File: config.mk
export PLATFORM = sky130hd
export DESIGN_NAME = combo_lock_ctrl
export DESIGN_NICKNAME = d
export VERILOG_FILES = /design/src/rtl/combo_lock_ctrl.sv
export SDC_FILE = /design/constraint.sdc
export NUM_CORES = 1
export LEC_CHECK = 0
export CORE_AREA = 10 10 71 79
export CTS_CLUSTER_DIAMETER = 80
export CTS_CLUSTER_SIZE = 10
export DETAILED_ROUTE_END_ITERATION = 12
export DIE_AREA = 0 0 81 89
export GPL_ROUTABILITY_DRIVEN = 0
export GPL_TIMING_DRIVEN = 0
export MAX_ROUTING_LAYER = met4
export PLACE_DENSITY = 0.81
export SYNTH_ARGS = -nofsm -noshare
export SYNTH_HDL_FRONTEND = slang
export SYNTH_SLANG_ARGS = --single-unit
File: constraint.sdc
create_clock -name clk -period 4.6 [get_ports clk]
set_input_delay 0.92 -clock clk [delete_from_list [all_inputs] [get_ports clk]]
set_output_delay 0.92 -clock clk [all_outputs]
set_load 0.1 [all_outputs]
File: src/rtl/combo_lock_ctrl.sv
// rtl/combo_lock_ctrl.sv - safe combination-lock controller with programmable code and timed lockout
module combo_lock_ctrl #(
    parameter int NUM_DIGITS     = 3,
    parameter int DIGIT_W        = 6,
    parameter int MAX_FAILS      = 3,
    parameter int LOCKOUT_CYCLES = 1024,
    parameter logic [NUM_DIGITS*DIGIT_W-1:0] RESET_CODE = {6'd3, 6'd2, 6'd1},
    localparam int IDX_W  = (NUM_DIGITS > 1) ? $clog2(NUM_DIGITS) : 1,
    localparam int FAIL_W = $clog2(MAX_FAILS + 1)
) (
    input  logic               clk,
    input  logic               rst,
    input  logic               open,
    input  logic               dirch,
    input  logic [DIGIT_W-1:0] dial,
    input  logic               doorCls,
    input  logic               lock,
    input  logic               prog_we,
    input  logic [IDX_W-1:0]   prog_idx,
    input  logic [DIGIT_W-1:0] prog_val,
    output logic               countEn,
    output logic               clrCount,
    output logic               actuateLock,
    output logic               blank,
    output logic               safeOpen,
    output logic [IDX_W-1:0]   sel,
    output logic               lockedOut,
    output logic [FAIL_W-1:0]  fail_cnt
);

    localparam int TMR_W = $clog2(LOCKOUT_CYCLES + 1);
    localparam logic [IDX_W-1:0]  LAST_IDX   = IDX_W'(NUM_DIGITS - 1);
    localparam logic [IDX_W:0]    DIGITS_LIM = (IDX_W + 1)'(NUM_DIGITS);
    localparam logic [FAIL_W-1:0] MAX_F      = FAIL_W'(MAX_FAILS);
    localparam logic [TMR_W-1:0]  TMR_LOAD   = TMR_W'(LOCKOUT_CYCLES - 1);

    typedef enum logic [2:0] {
        LOCKED, ENTRY, BAD, LOCKOUT, OPEN_PULSE, UNLOCKED, RELOCK
    } state_t;

    state_t              state, state_d;
    logic [IDX_W-1:0]    idx, idx_d;
    logic [FAIL_W-1:0]   fail, fail_d, fail_inc;
    logic [TMR_W-1:0]    timer, timer_d;
    logic [DIGIT_W-1:0]  code [NUM_DIGITS];
    logic                digit_ok;
    logic                accept;
    logic                code_we;

    always_comb begin
        state_d  = state;
        idx_d    = idx;
        fail_d   = fail;
        timer_d  = timer;
        accept   = 1'b0;
        code_we  = 1'b0;
        digit_ok = (dial == code[idx]);
        fail_inc = (fail == MAX_F) ? fail : fail + 1'b1;
        case (state)
            LOCKED: begin
                if (open) begin
                    state_d = ENTRY;
                    idx_d   = '0;
                end
            end
            ENTRY: begin
                // Final digit is confirmed by open; a matching dirch there is a no-op
                if (idx == LAST_IDX) begin
                    if (open)
                        state_d = digit_ok ? OPEN_PULSE : BAD;
                    else if (dirch && !digit_ok)
                        state_d = BAD;
                end else if (dirch) begin
                    if (digit_ok) begin
                        idx_d  = idx + 1'b1;
                        accept = 1'b1;
                    end else begin
                        state_d = BAD;
                    end
                end
            end
            BAD: begin
                fail_d = fail_inc;
                if (fail_inc == MAX_F) begin
                    state_d = LOCKOUT;
                    timer_d = TMR_LOAD;
                end else begin
                    state_d = LOCKED;
                end
            end
            LOCKOUT: begin
                if (timer == '0) begin
                    state_d = LOCKED;
                    fail_d  = '0;
                end else begin
                    timer_d = timer - 1'b1;
                end
            end
            OPEN_PULSE: begin
                fail_d  = '0;
                state_d = UNLOCKED;
            end
            UNLOCKED: begin
                code_we = prog_we && ({1'b0, prog_idx} < DIGITS_LIM);
                if (lock && doorCls)
                    state_d = RELOCK;
            end
            RELOCK:  state_d = LOCKED;
            default: state_d = LOCKED;
        endcase
    end

    always_ff @(posedge clk or posedge rst) begin
        if (rst) begin
            state <= LOCKED;
            idx   <= '0;
            fail  <= '0;
            timer <= '0;
            for (int i = 0; i < NUM_DIGITS; i++)
                code[i] <= RESET_CODE[i*DIGIT_W +: DIGIT_W];
        end else begin
            state <= state_d;
            idx   <= idx_d;
            fail  <= fail_d;
            timer <= timer_d;
            if (code_we)
                code[prog_idx] <= prog_val;
        end
    end

    // Outputs lag the state by one cycle; clrCount also marks the cycle after an accepted digit
    always_ff @(posedge clk or posedge rst) begin
        if (rst) begin
            countEn     <= 1'b0;
            clrCount    <= 1'b1;
            actuateLock <= 1'b0;
            blank       <= 1'b1;
            safeOpen    <= 1'b0;
            lockedOut   <= 1'b0;
            sel         <= '0;
        end else begin
            countEn     <= (state == ENTRY);
            clrCount    <= (state == LOCKED) || (state == UNLOCKED) || (state == LOCKOUT) || accept;
            actuateLock <= (state == OPEN_PULSE) || (state == RELOCK);
            blank       <= (state != ENTRY);
            safeOpen    <= (state == UNLOCKED);
            lockedOut   <= (state == LOCKOUT);
            sel         <= (state == ENTRY) ? idx : '0;
        end
    end

    assign fail_cnt = fail;

endmodule

### The metal 1 layer, run 1

The bar under the picture is 20 µm long. Supply wires on this layer in gray.
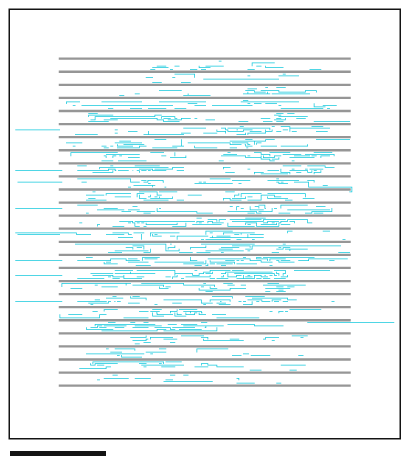
The longest straight run is 18.9 µm. The wires run mostly horizontal. The layer carries 2070 µm of wire. The layer holds 43% of the routed length. 260 nets have wire on it.
met1 GRT Util: 16.8%
routed wire length: 4.83 mm

### Metal 2, run 1

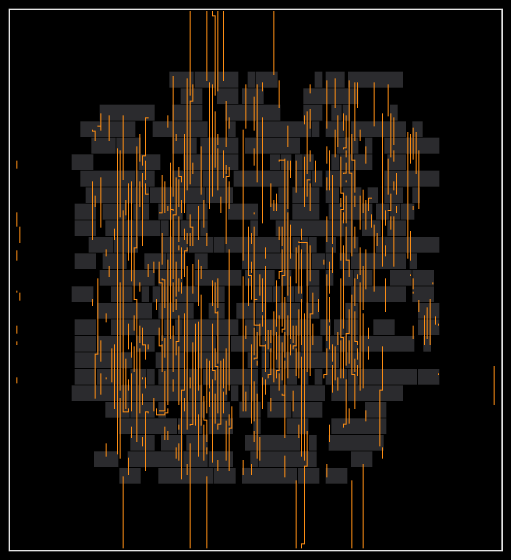
246 nets have wire on it. The layer carries 2480 µm of wire. The longest straight run is 50.3 µm. The wires run mostly vertical. The layer holds 51% of the routed length.
Vias: 1767
met2 Use GR: 25.1%

### The metal 3 layer, run 1

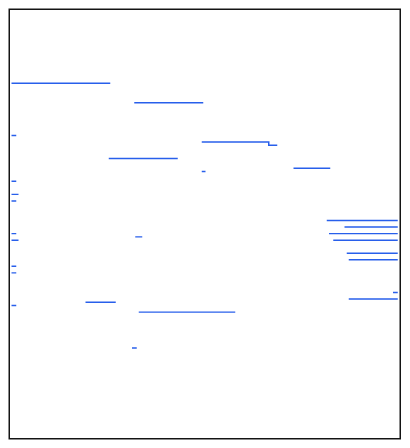
The layer holds 3.9% of the routed length. 22 nets have wire on it. The longest straight run is 20.2 µm. The wires run mostly horizontal. The layer carries 190 µm of wire.
met3 GRT Util: 3.92%

==> results.py, run 1 <==
# Synthesis and PnR figures
metrics = {
    "sta": {
        "finalSetupViolCount": 0,
        "period_needed_ns": 2.89,
        "whs_ns": 0.503,
        "finalHoldViolations": 0,
    },
    "power": {
        "finalPower_mw": 1.41,
    },
    "placement": {
        "pre_cts_slack_ns": 1.48,
        "dp_hpwl_mm": 3.49,
    },
    "global_routing": {
        "antenna_found_initial": 0,
        "gr-total-overflow": 0,
    },
    "final_layout": {
        "clock_cell_area_share_pct": 3.58,
        "final_util_pct": 67.6,
        "flop_area_um2": 1110,
        "clockBufferCount": 8,
        "logic_gates": 148,
    },
    "setup_path": {
        "crit_slowest_cell": "clkdlybuf4s50_1",
        "ff2ff_path_depth": 7,
        "end_kind": "output pin",
        "worst_setup_path_start_kind": "flop",
    },
    "hold_path": {
        "holdPathStages": 1,
        "hp-start": "timer[0]$_DFFE_PP0P_",
    },
    "floorplanning": {
        "initCoreUtil_pct": 56.3,
    },
    "synthesis": {
        "synthTopCellsByCount": "38 x dfrtp_1, 20 x nand2_1, 19 x mux2_2",
        "synthTopLogicFamily": "simple AND/OR/NAND/NOR gates",
        "synth.yosys.chip_area_um2": 2320,
        "top_area_cell": "dfrtp_1",
    },
    "clocking": {
        "clk_pin_slew_ns": 0.08,
    },
    "status": {
        "status": "completed",
    },
    "detailed_routing": {
        "drt_iter0_markers": 133,
    },
}
### Wire density map, run 1

16 x 18 tiles, from dark blue (low) to red (high), scaled to the fullest tile. Values are wire area over tile area, all layers added.
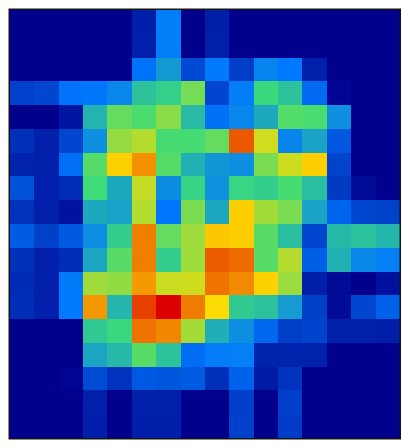

## Run 2: what changed since run 1
CORE_AREA = 10 10 73 82   (was 10 10 71 79)
DIE_AREA = 0 0 83 92   (was 0 0 81 89)
PLACE_DENSITY = 0.76   (was 0.81)
clock period = 2.79 ns   (was 4.6 ns; I/O delays follow)
### Wire density map, run 2

17 x 18 tiles, from dark blue (low) to red (high), scaled to the fullest tile. Values are wire area over tile area, all layers added.
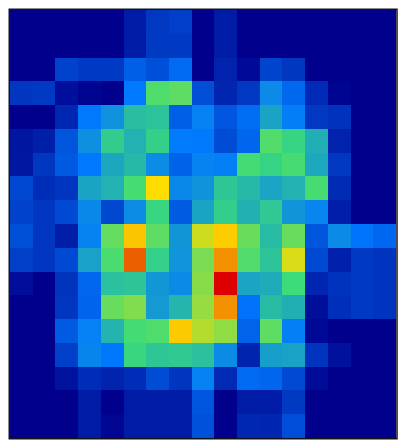
28% of the tiles are nearly empty. The fullest tile reaches 0.49. The mean over all tiles is 0.096. The emptiest ninth of the die: north-east. The densest ninth of the die: center.
total track usage: 13.4%
DR WL/cell: 15.2 µm

==> run 2 against run 1 <==
  * Routed wire length fell by 1.3%
  * Sequential share of layout area down 0.14 points
  * Total power up 68%
  * Cell count grew 0.64%
  * Via count fell by 1.9%
  * Area after synthesis did not move
  * Design area increased by 0.36%
  * Setup slack worse by 1.4 ns
==> results.py, run 2 <==
# Synthesis and PnR figures
metrics = {
    "global_routing": {
        "antenna_found_initial": 0,
        "gr-total-overflow": 0,
    },
    "setup_path": {
        "crit_slowest_cell": "clkdlybuf4s50_1",
        "ff2ff_path_depth": 8,
        "end_kind": "output pin",
    },
    "synthesis": {
        "synth.yosys.chip_area_um2": 2320,
        "synthTopLogicFamily": "simple AND/OR/NAND/NOR gates",
    },
    "floorplanning": {
        "initCoreUtil_pct": 52.5,
    },
    "hold_path": {
        "holdPathStages": 1,
    },
    "final_layout": {
        "clock_cell_area_share_pct": 3.84,
        "clockBufferCount": 6,
        "flop_area_um2": 1110,
    },
    "sta": {
        "finalSetupViolCount": 0,
        "finalHoldViolations": 0,
        "whs_ns": 0.504,
    },
    "detailed_routing": {
        "drt_wl_total_mm": 4.76,
        "via_count": 1733,
        "drt_iter0_markers": 74,
    },
    "clocking": {
        "clk_pin_slew_ns": 0.09,
    },
    "placement": {
        "dp_hpwl_mm": 3.53,
    },
    "status": {
        "status": "completed",
    },
}
### Routing congestion, run 2

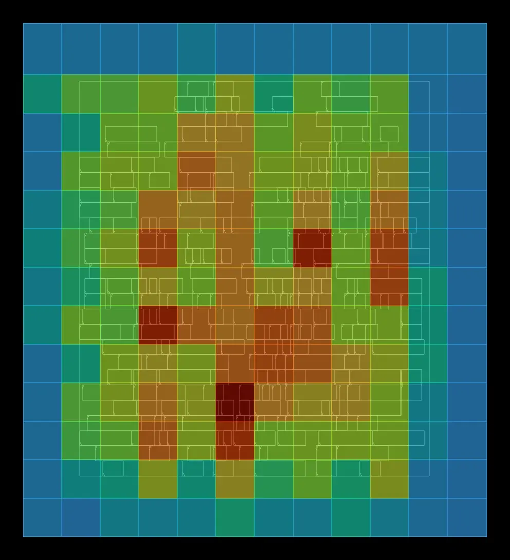

## Run 3: what changed since run 2
CELL_PAD_IN_SITES_DETAIL_PLACEMENT = 0   (was default)
CELL_PAD_IN_SITES_GLOBAL_PLACEMENT = 2   (was default)
CORE_AREA = 2 2 81 91   (was 10 10 73 82)
DIE_AREA = 0 0 83 93   (was 0 0 83 92)
PLACE_DENSITY = 0.75   (was 0.76)
### Routing congestion, run 3

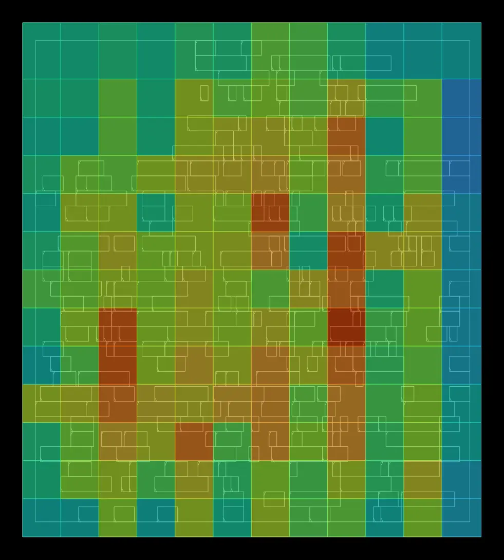
total track usage: 14.3%
met1 GRT Util: 18.4%
met2 Use GR: 22.6%

==> run 3 against run 2 <==
  * Count of clock-buffer cells in the layout rose by 1
  * Clock skew fell by 0.0082 ns
  * Global-route usage rose by 0.89 points
  * Die size rose by 1.1%
  * Combinational power rose by 0.4%
  * Via count rose by 0.12%
  * First-iteration DRC count rose by 22%
  * Flip-flop count did not move
  * Area after synthesis did not move
  * Clock power rose by 12%
  * Design area rose by 2.9%
==> results.py, run 3 <==
# Synthesis and PnR figures
metrics = {
    "setup_path": {
        "worst_setup_path_start_kind": "flop",
        "ff2ff_path_depth": 7,
        "cp_max_fo": 8,
        "crit_slowest_cell": "clkdlybuf4s50_1",
        "path_delay_family": "buffers and inverters",
        "end_kind": "output pin",
    },
    "final_layout": {
        "largest_reg_flops": 18,
        "flop_area_um2": 1110,
        "final_util_pct": 42.1,
        "logic_gates": 148,
        "clockBufferCount": 7,
    },
    "status": {
        "status": "completed",
    },
    "detailed_routing": {
        "drt_wl_total_mm": 5.02,
        "via_count": 1735,
        "drt_iter0_markers": 90,
        "wire_per_inst_um": 14.6,
    },
    "sta": {
        "finalHoldViolations": 0,
        "finalSetupViolCount": 0,
        "whs_ns": 0.509,
        "period_needed_ns": 2.51,
    },
    "hold_path": {
        "hp-start": "timer[0]$_DFFE_PP0P_",
        "holdPathStages": 1,
    },
    "synthesis": {
        "synthTopCellsByCount": "38 x dfrtp_1, 20 x nand2_1, 19 x mux2_2",
        "synthTopLogicFamily": "simple AND/OR/NAND/NOR gates",
        "synth.yosys.chip_area_um2": 2320,
        "top_area_cell": "dfrtp_1",
    },
    "power": {
        "finalPower_mw": 2.43,
    },
    "floorplanning": {
        "initCoreUtil_pct": 34.0,
    },
    "placement": {
        "dp_hpwl_mm": 3.65,
    },
    "global_routing": {
        "gr-usage-met3_pct": 2.82,
    },
}
Power figures rest on the tool's default switching activity, not on a simulated workload.
